==> run_1/sizing.png <==
Bar = 50 um.
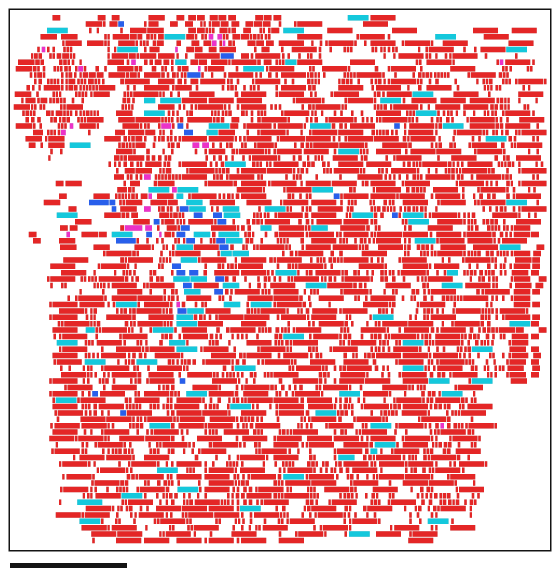
==> run_1/clock_wires.png <==
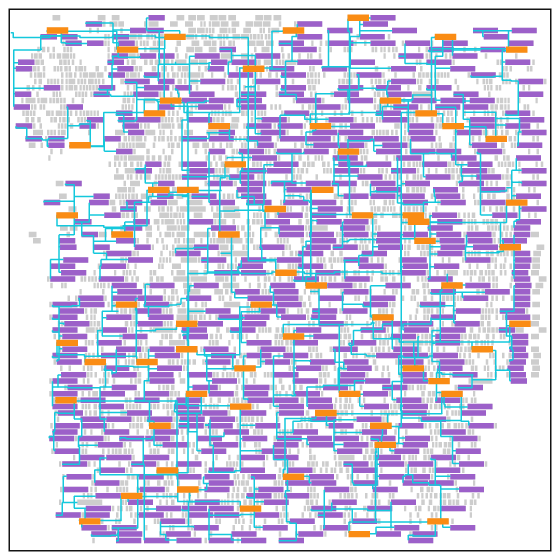
==> run_1/ff_map.png <==
Bar = 50 um. Other sequential cells in the stronger gray, the rest of the logic in the fainter gray.
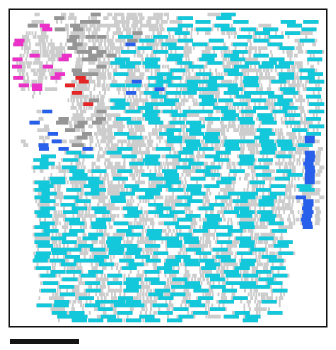
==> run_1/clock_nets.png <==
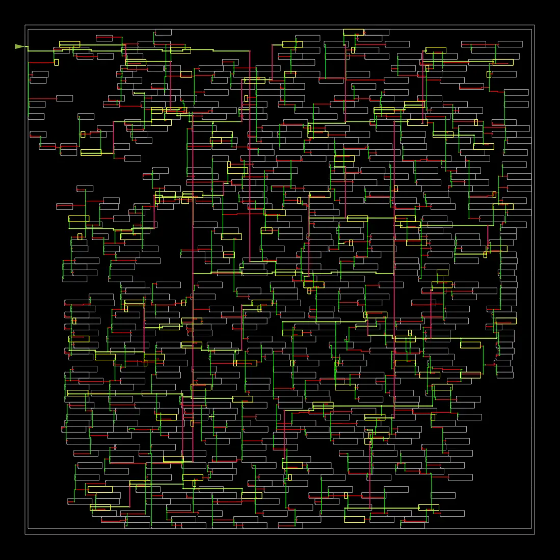
## src/rtl/usb_mon_pkg.sv

```systemverilog
// Shared line-state types, event record layout and register map for usb_line_monitor.
package usb_mon_pkg;

    localparam int unsigned TS_W      = 16;
    localparam int unsigned SE0_CNT_W = 16;
    localparam int unsigned DG_W      = 4;

    typedef enum logic [1:0] {
        LS_SE0 = 2'd0,
        LS_K   = 2'd1,
        LS_J   = 2'd2,
        LS_SE1 = 2'd3
    } line_state_t;

    typedef struct packed {
        logic [TS_W-1:0] timestamp;
        logic [7:0]      channel;
        logic [3:0]      zero;
        line_state_t     prev_state;
        line_state_t     new_state;
    } event_rec_t;

    localparam logic [1:0] REG_STATUS    = 2'd0;
    localparam logic [1:0] REG_EVENT     = 2'd1;
    localparam logic [1:0] REG_CTRL      = 2'd2;
    localparam logic [1:0] REG_TIMESTAMP = 2'd3;

    localparam int unsigned CTRL_ENABLE_BIT = 0;
    localparam int unsigned CTRL_CLEAR_BIT  = 1;

    // {d_p,d_n} already matches the state encoding: 10=J, 01=K, 00=SE0, 11=SE1.
    function automatic line_state_t decode_line(input logic d_p, input logic d_n);
        return line_state_t'({d_p, d_n});
    endfunction

endpackage

```

## src/rtl/usb_mon_fifo.sv

```systemverilog
// Synchronous FIFO for event records; flush empties it, simultaneous push+pop on full succeeds.
module usb_mon_fifo #(
    parameter int unsigned DEPTH = 16,
    parameter int unsigned WIDTH = 32,
    localparam int unsigned AW   = $clog2(DEPTH),
    localparam int unsigned LW   = AW + 1
) (
    input  logic             clk,
    input  logic             reset,
    input  logic             flush,
    input  logic             push,
    input  logic [WIDTH-1:0] push_data,
    input  logic             pop,
    output logic [WIDTH-1:0] head_c,
    output logic             full,
    output logic             empty,
    output logic [LW-1:0]    level
);

    logic [WIDTH-1:0] mem [DEPTH];
    logic [AW-1:0]    wr_ptr;
    logic [AW-1:0]    rd_ptr;
    logic [LW-1:0]    count;
    logic             do_push;
    logic             do_pop;

    assign empty   = (count == '0);
    assign full    = (count == LW'(DEPTH));
    assign level   = count;
    assign head_c  = mem[rd_ptr];
    assign do_pop  = pop && !empty;
    assign do_push = push && (!full || do_pop);

    always_ff @(posedge clk) begin
        if (!reset || flush) begin
            wr_ptr <= '0;
            rd_ptr <= '0;
            count  <= '0;
        end else begin
            if (do_push) wr_ptr <= wr_ptr + AW'(1);
            if (do_pop)  rd_ptr <= rd_ptr + AW'(1);
            count <= count + LW'(do_push) - LW'(do_pop);
        end
    end

    always_ff @(posedge clk) begin
        if (do_push && !flush) mem[wr_ptr] <= push_data;
    end

endmodule

```

## src/rtl/usb_line_monitor.sv

```systemverilog
// Multi-channel USB FS line monitor: deglitched J/K/SE0/SE1 change log, bus-reset detect, Wishbone slave.
// Define USB_MON_TIMESTAMP_EN to build the 16-bit event timestamp counter.
module usb_line_monitor
    import usb_mon_pkg::*;
#(
    parameter int unsigned CHANNELS         = 1,
    parameter int unsigned FIFO_DEPTH       = 16,
    parameter int unsigned DEGLITCH         = 2,
    parameter int unsigned SE0_RESET_CYCLES = 120
) (
    input  logic                clk48,
    input  logic                reset,
    input  logic [CHANNELS-1:0] usb_d_p,
    input  logic [CHANNELS-1:0] usb_d_n,
    input  logic [29:0]         wishbone_adr,
    input  logic [31:0]         wishbone_datwr,
    output logic [31:0]         wishbone_datrd,
    input  logic [3:0]          wishbone_sel,
    input  logic                wishbone_cyc,
    input  logic                wishbone_stb,
    input  logic                wishbone_we,
    output logic                wishbone_ack,
    output logic                wishbone_err,
    output logic [CHANNELS-1:0] bus_reset
);

    localparam int unsigned LW = $clog2(FIFO_DEPTH) + 1;
    localparam logic [DG_W-1:0]      DG_MAX  = DG_W'(DEGLITCH);
    localparam logic [SE0_CNT_W-1:0] SE0_MAX = SE0_CNT_W'(SE0_RESET_CYCLES);

    logic                     enable_q;
    logic                     overflow_q;
    logic [TS_W-1:0]          ts_q;
    logic [CHANNELS-1:0]      pend_valid;
    logic [CHANNELS-1:0][31:0] pend_rec;
    logic [CHANNELS-1:0]      drop_c;
    logic [CHANNELS-1:0]      sticky;
    logic [CHANNELS-1:0]      grant_c;
    logic [31:0]              push_data_c;
    logic                     push_c;
    logic [31:0]              head_c;
    logic                     fifo_full;
    logic                     fifo_empty;
    logic [LW-1:0]            fifo_level;
    logic                     acc_c;
    logic                     adr_ok_c;
    logic                     rd_c;
    logic                     wr_c;
    logic                     pop_c;
    logic                     clear_c;
    logic [31:0]              rdata_c;
    logic                     unused_c;

    assign unused_c = ^{wishbone_sel, wishbone_datwr[31:2]};

    // Wishbone access decode; a new access is only taken once the previous ack/err has retired.
    assign acc_c    = wishbone_cyc && wishbone_stb && !wishbone_ack && !wishbone_err;
    assign adr_ok_c = (wishbone_adr[29:2] == '0);
    assign rd_c     = acc_c && adr_ok_c && !wishbone_we;
    assign wr_c     = acc_c && adr_ok_c && wishbone_we;
    assign pop_c    = rd_c && (wishbone_adr[1:0] == REG_EVENT) && !fifo_empty;
    assign clear_c  = wr_c && (wishbone_adr[1:0] == REG_CTRL) && wishbone_datwr[CTRL_CLEAR_BIT];

`ifdef USB_MON_TIMESTAMP_EN
    always_ff @(posedge clk48) begin
        if (!reset || clear_c) ts_q <= '0;
        else                   ts_q <= ts_q + TS_W'(1);
    end
`else
    assign ts_q = '0;
`endif

    for (genvar i = 0; i < CHANNELS; i++) begin : g_ch
        logic            dp_s1, dp_s2, dn_s1, dn_s2;
        line_state_t     last_q, committed_q, prev_q, dec_c;
        logic [DG_W-1:0] hold_q, hold_c;
        logic            chg_q;
        logic [SE0_CNT_W-1:0] se0_cnt;
        logic            bus_rst_q;
        logic            sticky_q;
        logic            pend_v;
        event_rec_t      pend_q;
        event_rec_t      rec_c;
        logic            load_c;

        assign dec_c  = decode_line(dp_s2, dn_s2);
        assign hold_c = (dec_c != last_q) ? DG_W'(1) :
                        (hold_q == DG_MAX) ? DG_MAX : hold_q + DG_W'(1);

        // Synchronizer, decode and deglitch; commit once the candidate held DEGLITCH cycles.
        always_ff @(posedge clk48) begin
            if (!reset) begin
                dp_s1       <= 1'b0;
                dp_s2       <= 1'b0;
                dn_s1       <= 1'b0;
                dn_s2       <= 1'b0;
                last_q      <= LS_SE0;
                committed_q <= LS_SE0;
                prev_q      <= LS_SE0;
                hold_q      <= '0;
                chg_q       <= 1'b0;
            end else begin
                dp_s1  <= usb_d_p[i];
                dp_s2  <= dp_s1;
                dn_s1  <= usb_d_n[i];
                dn_s2  <= dn_s1;
                last_q <= dec_c;
                hold_q <= hold_c;
                chg_q  <= 1'b0;
                if (hold_c == DG_MAX && dec_c != committed_q) begin
                    committed_q <= dec_c;
                    prev_q      <= committed_q;
                    chg_q       <= 1'b1;
                end
            end
        end

        // SE0 run counter saturates at the reset threshold; sticky latches on arrival.
        always_ff @(posedge clk48) begin
            if (!reset) begin
                se0_cnt   <= '0;
                bus_rst_q <= 1'b0;
                sticky_q  <= 1'b0;
            end else begin
                if (clear_c) sticky_q <= 1'b0;
                if (!enable_q || committed_q != LS_SE0) begin
                    se0_cnt   <= '0;
                    bus_rst_q <= 1'b0;
                end else if (se0_cnt != SE0_MAX) begin
                    se0_cnt   <= se0_cnt + SE0_CNT_W'(1);
                    bus_rst_q <= (se0_cnt + SE0_CNT_W'(1) == SE0_MAX);
                    if (se0_cnt + SE0_CNT_W'(1) == SE0_MAX && !clear_c) sticky_q <= 1'b1;
                end
            end
        end

        assign rec_c = '{timestamp: ts_q, channel: 8'(i), zero: 4'h0,
                         prev_state: prev_q, new_state: committed_q};
        assign load_c = chg_q && enable_q && (!pend_v || grant_c[i]);

        always_ff @(posedge clk48) begin
            if (!reset || clear_c) pend_v <= 1'b0;
            else if (load_c)       pend_v <= 1'b1;
            else if (grant_c[i])   pend_v <= 1'b0;
        end

        always_ff @(posedge clk48) begin
            if (load_c) pend_q <= rec_c;
        end

        assign pend_valid[i] = pend_v;
        assign pend_rec[i]   = pend_q;
        assign drop_c[i]     = chg_q && enable_q && pend_v && !grant_c[i] && !clear_c;
        assign sticky[i]     = sticky_q;
        assign bus_reset[i]  = bus_rst_q;
    end

    // Fixed priority: lowest channel with a pending record wins.
    assign grant_c = pend_valid & (~pend_valid + CHANNELS'(1));
    assign push_c  = (|pend_valid) && !clear_c;

    always_comb begin
        push_data_c = '0;
        for (int unsigned i = 0; i < CHANNELS; i++) begin
            if (grant_c[i]) push_data_c = pend_rec[i];
        end
    end

    usb_mon_fifo #(
        .DEPTH (FIFO_DEPTH),
        .WIDTH (32)
    ) u_fifo (
        .clk       (clk48),
        .reset     (reset),
        .flush     (clear_c),
        .push      (push_c),
        .push_data (push_data_c),
        .pop       (pop_c),
        .head_c    (head_c),
        .full      (fifo_full),
        .empty     (fifo_empty),
        .level     (fifo_level)
    );

    always_comb begin
        rdata_c = '0;
        case (wishbone_adr[1:0])
            REG_STATUS:    rdata_c = {overflow_q, 6'd0, 9'(fifo_level), 16'(sticky)};
            REG_EVENT:     rdata_c = fifo_empty ? 32'hFFFF_FFFF : head_c;
            REG_CTRL:      rdata_c = {31'd0, enable_q};
            REG_TIMESTAMP: rdata_c = {16'd0, ts_q};
            default:       rdata_c = '0;
        endcase
    end

    always_ff @(posedge clk48) begin
        if (!reset) begin
            wishbone_ack   <= 1'b0;
            wishbone_err   <= 1'b0;
            wishbone_datrd <= '0;
            enable_q       <= 1'b0;
            overflow_q     <= 1'b0;
        end else begin
            wishbone_ack   <= acc_c && adr_ok_c;
            wishbone_err   <= acc_c && !adr_ok_c;
            wishbone_datrd <= rd_c ? rdata_c : 32'd0;
            if (wr_c && wishbone_adr[1:0] == REG_CTRL) enable_q <= wishbone_datwr[CTRL_ENABLE_BIT];
            if (clear_c)
                overflow_q <= 1'b0;
            else if ((push_c && fifo_full && !pop_c) || (|drop_c))
                overflow_q <= 1'b1;
        end
    end

endmodule

```

## config.mk

```make
export PLATFORM = sky130hd
export DESIGN_NAME = usb_line_monitor
export DESIGN_NICKNAME = d
export VERILOG_FILES = /design/src/rtl/usb_mon_pkg.sv /design/src/rtl/usb_mon_fifo.sv /design/src/rtl/usb_line_monitor.sv
export SDC_FILE = /design/constraint.sdc
export NUM_CORES = 1
export LEC_CHECK = 0
export ABC_AREA = 1
export CORE_UTILIZATION = 50
export DETAILED_ROUTE_END_ITERATION = 6
export PLACE_DENSITY = 0.68
export SKIP_CTS_REPAIR_TIMING = 1
export SYNTH_ARGS = -nofsm -noshare
export SYNTH_HDL_FRONTEND = slang
export SYNTH_HIERARCHICAL = 1
export SYNTH_SLANG_ARGS = --single-unit
```

## constraint.sdc

```tcl
create_clock -name clk48 -period 4.1 [get_ports clk48]
set_input_delay 0.615 -clock clk48 [delete_from_list [all_inputs] [get_ports clk48]]
set_output_delay 0.615 -clock clk48 [all_outputs]
set_load 0.02 [all_outputs]
```

==> run notes, run 1 <==
Physical implementation.

- The run finished with clean final reports.
- The count of cell instances traversed by the critical path is 20.
- Before placement the cells fill 50.7% of the core.
- The first-pass iteration count of the detailed router is 5.
- The synthesized netlist cell count is 2628.
- The group with the largest share of power is sequential cells.
- Summing the areas of all xor and xnor instances in the mapped netlist gives 0.537% of the synthesized area.
- The wire-length estimate of the detail-placed layout is 35.2 mm.
- The number of maximum-capacitance constraint violations is 0.
- Multi-input logic gates represent a cell area share of about a quarter.
- Clock cells make up 6.49% of the layout cell area.
- The count of flip-flops and latches is 603.
- The share of total power dissipated in sequential elements is between 50% and 60%.
- The kind of end point of the critical path is a flop.
- The total power of the final layout is 12.3 mW.
- During placement, the flow inserted port buffers numbering 73.
- The post-route DRC violation count is 0.
- On the critical path the data arrives at about 3.7 ns.
- The pre-CTS setup slack is 0.336 ns.
- The CTS clock-pin slew for the worst setup and hold paths is approximately 0.060 ns.
- Combinational cells consume a total of 0.129 mW.
- After Yosys synthesis, AND-OR and OR-AND compound gates account for less than 1% of the synthesized area.
- The worst path in the final design needs a cycle of 3.25 ns, including I/O delays and setup.
- The met3 capacity usage during global routing is 3.58%.
- Sequential power for this build is around 6.6 mW.
- The highest layer touched by signal routing is met4.
- The average instance area after synthesis is 9.93 um^2.
- The final layout report lists a filler cell count of 4278.
- The initial antenna violation count is 0.
- The worst hold path class is flop to flop.
- The area of the mapped netlist is 26100 um^2.
- The measured slew at the worst slew-check pin is 1.26 ns.
- For the final routed database, the setup TNS stands at 0 ns.
- The final-layout worst hold slack is 0.413 ns.
- Along the worst hold path, the cell count comes to 2.
- The worst-case reg-to-reg setup slack stands at 0.85 ns.
- For this run, the number of standard cells in the final layout without fillers is 3854.
- In this run the vertical extent of the chip is 230 um.
- The cell at the root of the clock tree is sky130_fd_sc_hd__clkbuf_16.
- The most critical setup path has its endpoint at u_fifo/level[4].
- The slowest library cell on the worst path is sky130_fd_sc_hd__fa_1.
- Of the synthesized area, sequential elements account for approximately 66%.
- The TritonCTS clock tree is yes.
- In the layout the commonest cells are sky130_fd_sc_hd__nand2_1 (771), sky130_fd_sc_hd__edfxtp_1 (516), sky130_fd_sc_hd__conb_1 (448).
- The peak clock frequency supported by timing is 307 MHz.
- Total global-route track usage over all layers is 22.7%.
- The post-route core utilization is 60.7%.
- In the global route stage, met2 resource usage came out at 39.4%.
- Per the GRT log, the top usage layer is met2.
- Non-clock buffers in the final layout number approximately 100.
- Checking max transition, the worst relative margin is between 10% and 20%.
- The area of the die is ~53000 um^2.
- For reference, the top cells by count after synthesis are sky130_fd_sc_hd__nand2_1 (771), sky130_fd_sc_hd__edfxtp_1 (516), sky130_fd_sc_hd__inv_1 (447), sky130_fd_sc_hd__nand3_1 (416), sky130_fd_sc_hd__nor2_1 (172).
- The detailed-route via count is 18000.
- Per the synthesis report, the simple-gate share of the synthesized area is 22.4%.
- Across the whole layout, storage elements make up 55.3% of the cell area.
- The report shows a maximum critical-path fanout of 5.
- Summed over all nets, wire length on met2 after detailed routing comes to 29.0 mm.
- In the final layout, excluding clock inverters the inverter count is 453.
- The area of the multi-input gates is 8190 um^2.
- The finished design was reported to have a net count of around 3200.
- The length of routed met3 wiring is 3.46 mm.
- The floorplan step defined a core boundary enclosing 51400 um^2.
- The well-tap cell count is 680.
- The multi-input combinational cell count is 1903.
- By area, registers come first.
- The fraction of met1 tracks used by global routing is between 20 and 30%.
- The cell occurring most often along the worst timing path is sky130_fd_sc_hd__nand2_1.
- The worst setup path startpoint is u_fifo/level[2].
- The remaining number of nets flagged by the antenna check after routing is 0.
- The proportion of final cell area spent on non-clock buffers is under 10%.
- The sequential cells in the finished layout cover a total of 17200 um^2.
- Of the total synthesized cell area, the portion taken by full adders, half adders and majority gates is 0.796%.
- The cell type with the largest total area after synthesis is sky130_fd_sc_hd__edfxtp_1.
- Dividing the detail-routed wire length by the instance count gives roughly 15 um.
- The post-synthesis register bit count is between 600 and 700.
- The flow reports that combinational logic draws 1.0% of the design power.
- Per the breakdown, switching nets consume 19.2% of all power.
- The final count of pins violating max slew is 0.
- Looking at the hold checks, the worst path lands on g_ch[0].dp_s2.
- The final setup violation count is 0.
- The routability congestion estimate from global placement is 0.833.
- The data required time of the critical path is 4.58 ns.
- The worst-case clock buffer depth is 3.
- The post-route clock period utilization is 79.4%.
- The worst setup path is launched from a flop.
- The cell-internal power is 9.97 mW.
- The most instantiated library cell after synthesis is sky130_fd_sc_hd__nand2_1.
- The first global-routing pass estimated 93.6 mm of wire.
- The number of cells in the design after placement is 3742.
- Looking at the setup timing report, the critical path kind is flop to flop.
- Dividing total power by cell area gives a power density of 395 nW/um^2.
- The placed instances occupy a cell area of 29200 um^2.
- The iteration-0 DRC count of the detailed router is 1430.
- The via count of the first global-routing pass is 18200.
- The CTS H-tree depth is 3.
- Hold-check failures listed in the final report amount to 0.
- The depth of the worst register-to-register path is 20.
- The worst vdd rail ir drop is between 300 and 400 uV.
- The critical register-to-register path endpoint is u_fifo/level[4].
- The static power due to leakage is 13.7 nW.
- The largest incremental delay on the critical path is 0.42 ns.
Notes on sizing.png above:
| size | color | cells | most used |
|---|---|---|---|
| x2 | magenta | 25 | clkinv_2 |
| x3 and x4 | blue | 33 | nor2_4 |
| x6 and larger | cyan | 100 | clkbuf_16 |
| x1 and smaller | red | 3016 | nand2_1 |
final instance area: 31200 um^2
final setup margin: 0.845 ns
Area growth syn-to-layout: 19.7%

Notes on clock_wires.png above:
[clock wires] cyan | length: 7090 um
[flip-flops] purple | count: 603
[clock-net drivers] orange | count: 66
routed clock nets: 67
flops lie: spread over the die
power dissipated in the clock network: 5.56 mW
Setup Skew: 0.0197 ns
Clk network pwr share: 45.0%
insertion delay to the later sink of the worst-skew pair: 0.59 ns

Notes on ff_map.png above:
| signal | color | flops |
|---|---|---|
| wishbone_datrd | blue | 32 |
| u_fifo/level | red | 5 |
| u_fifo/mem | cyan | 512 |
| g_ch.se0_cnt | magenta | 16 |

Notes on clock_nets.png above:
Clock Buffer Count: 89
CTS Buf Count: 66

--- run 2 (diff from run 1) ---
--- a/config.mk
+++ b/config.mk
@@ -8,7 +8,7 @@
 export ABC_AREA = 1
 export CORE_UTILIZATION = 50
 export DETAILED_ROUTE_END_ITERATION = 6
-export PLACE_DENSITY = 0.68
+export PLACE_DENSITY = 0.7
 export SKIP_CTS_REPAIR_TIMING = 1
 export SYNTH_ARGS = -nofsm -noshare
 export SYNTH_HDL_FRONTEND = slang
==> constraint.sdc (replaced) <==
create_clock -name clk48 -period 2.65 [get_ports clk48]
set_input_delay 0.3975 -clock clk48 [delete_from_list [all_inputs] [get_ports clk48]]
set_output_delay 0.3975 -clock clk48 [all_outputs]
set_load 0.02 [all_outputs]
==> run_2/sizing.png <==
Bar = 50 um.
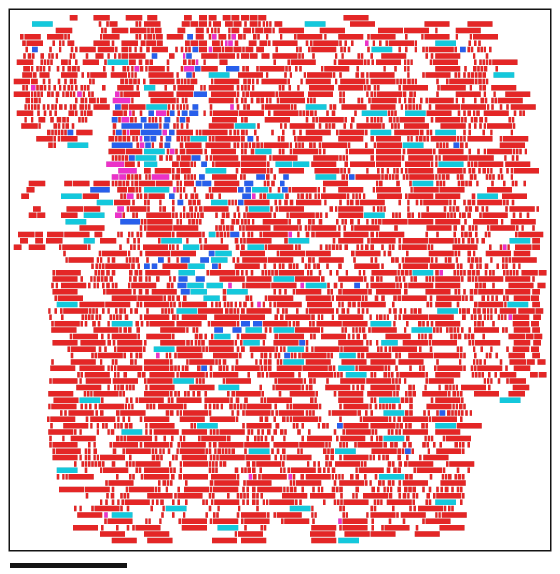
| size | color | cells | most used |
|---|---|---|---|
| x1 and smaller | red | 2999 | nand2_1 |
| x2 | magenta | 45 | clkinv_2 |
| x3 and x4 | blue | 78 | buf_4 |
| x6 and larger | cyan | 96 | clkbuf_16 |

==> run 2 against run 1 <==
Compared with the run above: the flow now finishes with violations (DRC, setup timing); register-to-register slack got worse by 0.86 ns; setup slack got worse by 0.86 ns; flip-flop count did not move; die area did not move; first-iteration DRC count rose by 1.0%; combinational power rose by about 60%; wire length fell by 1.4%; critical path depth did not move; largest cell class unchanged; cell area rose by 1.2%.
==> run notes, run 2 <==
Physical implementation.

- The depth of the worst register-to-register path was 20 (unchanged).
- The proportion of final cell area spent on non-clock buffers came to 5.04% (+1.2 points).
- The tightest slew margin relative to the limit is 47.0% (+31 points).
- The sort of element at the start of the critical path is a flop.
- The fraction of met1 tracks used by global routing is 29.4% (+0.62 points).
- The number of clock buffer instances in the layout was 73 (-18%).
- The post-route clock period utilization is 100% (+21 points).
- The sequential power came to 10.3 mW (+55%).
- The final-layout clock-cell area share is 6.12% (-0.37 points).
- Summed over all instances, the cell type with the most area after synthesis is sky130_fd_sc_hd__edfxtp_1.
- The total power of the final layout is 18.7 mW (+52%).
- The total CTS buffers is 61 (-7.6%).
- The area occupied by registers is 17200 um^2 (about the same).
- The initial antenna violation count was 0 (unchanged).
- The flow ran to the end, but the final reports show violations.
- The final count of pins violating max slew is 0 (unchanged).
- The global-route wire length before repair is 90.6 mm (-3.1%).
- The post-synthesis register bit count was 603 (unchanged).
- The reg2reg setup slack is -0.01 ns (-0.86 ns).
- The number of maximum-capacitance constraint violations is 0 (unchanged).
- The routed wire length on met2 is 27.4 mm (-5.6%).
- For reference, the critical path is launched at u_fifo/level[2].
- Per the run report, area growth between synthesis and finish was 21.1%.
- The largest incremental delay on the critical path was 0.34 ns (-0.08 ns).
- The final reports fail on DRC, setup timing.
- The final setup violation count came to 1 (+1).
- The via count of the first global-routing pass is 17000 (-6.8%).
- The combinational share of power was 1.1% (about the same).
- The global-route usage over all layers came to 22.0% (-0.73 points).
- The detailed-route via count was 18000 (-0.095%).
- The multi-input combinational cell count is 1903 (unchanged).
- Sorting the synthesized cells by how often they occur yields sky130_fd_sc_hd__nand2_1 (771), sky130_fd_sc_hd__edfxtp_1 (516), sky130_fd_sc_hd__inv_1 (447), sky130_fd_sc_hd__nand3_1 (416), sky130_fd_sc_hd__nor2_1 (172).
- The static power due to leakage is 13.9 nW (+1.4%).
- The latest clock arrival within the worst-skew pair was 0.62 ns (+0.03 ns).
- The routability congestion estimate from global placement is 0.893 (+7.2%).
- STA classifies the critical path endpoint as a flop.
- The slowest library cell on the worst path is sky130_fd_sc_hd__dfxtp_2.
- The highest layer used for signal routing is met4.
- In the layout the commonest cells are sky130_fd_sc_hd__nand2_1 (769), sky130_fd_sc_hd__edfxtp_1 (516), sky130_fd_sc_hd__conb_1 (448).
- The iteration-0 DRC count of the detailed router came to 1445 (+1.0%).
- The post-route DRC violation count came to 6 (+6).
- The final design area excluding fillers is 31600 um^2 (+1.2%).
- The capture point of the critical path was reported as u_fifo/level[4].
- The aggregate negative setup slack is -0.0127 ns (-0.0127 ns).
- The count of cell instances traversed by the critical path is 20 (unchanged).
- Yosys instantiated no cell more often than sky130_fd_sc_hd__nand2_1.
- The share of the yosys chip area belonging to registers came to 66.1% (unchanged).
- The count of buffers inserted at the top-level ports is 73 (unchanged).
- The first-pass iteration count of the detailed router is 7 (+2).
- The pre-CTS setup slack was -0.521 ns (-0.857 ns).
- The synthesized netlist cell count is 2628 (unchanged).
- The post-route core utilization was 61.5% (+0.74 points).
- The worst vdd rail ir drop is 504 uV (+68%).
- The fraction of met2 tracks used by global routing is 36.3% (-3.1 points).
- The HPWL reported at the end of detailed placement is 38.1 mm (+8.2%).
- The power density relative to cell area is 593 nW/um^2 (+50%).
- The well-tap cell count was 680 (unchanged).
- The multi-input logic portion of the cell area is 26.1% (-0.090 points).
- The count of plain and timing-repair buffers in the layout is 146 (+42%).
- The remaining number of nets flagged by the antenna check after routing is 0 (unchanged).
- The minimum setup slack in the final design came to -0.0127 ns (-0.858 ns).
- The number of failing hold endpoints at the final stage is 0 (unchanged).
- The post-synthesis adder-cell area fraction was 0.796% (unchanged).
- The power dissipated in the clock network is 8.24 mW (+48%).
- The routed length per instance is 14.8 um (-2.5%).
- The floorplan die height is 230 um (unchanged).
- The peak clock frequency supported by timing was 376 MHz (+22%).
- The critical path is of the flop to flop type.
- The relative contribution of the clock network to total power was 44.0% (-1.0 points).
- The final-layout worst hold slack is 0.342 ns (-0.0706 ns).
Power is estimated from default activity; no workload was simulated.
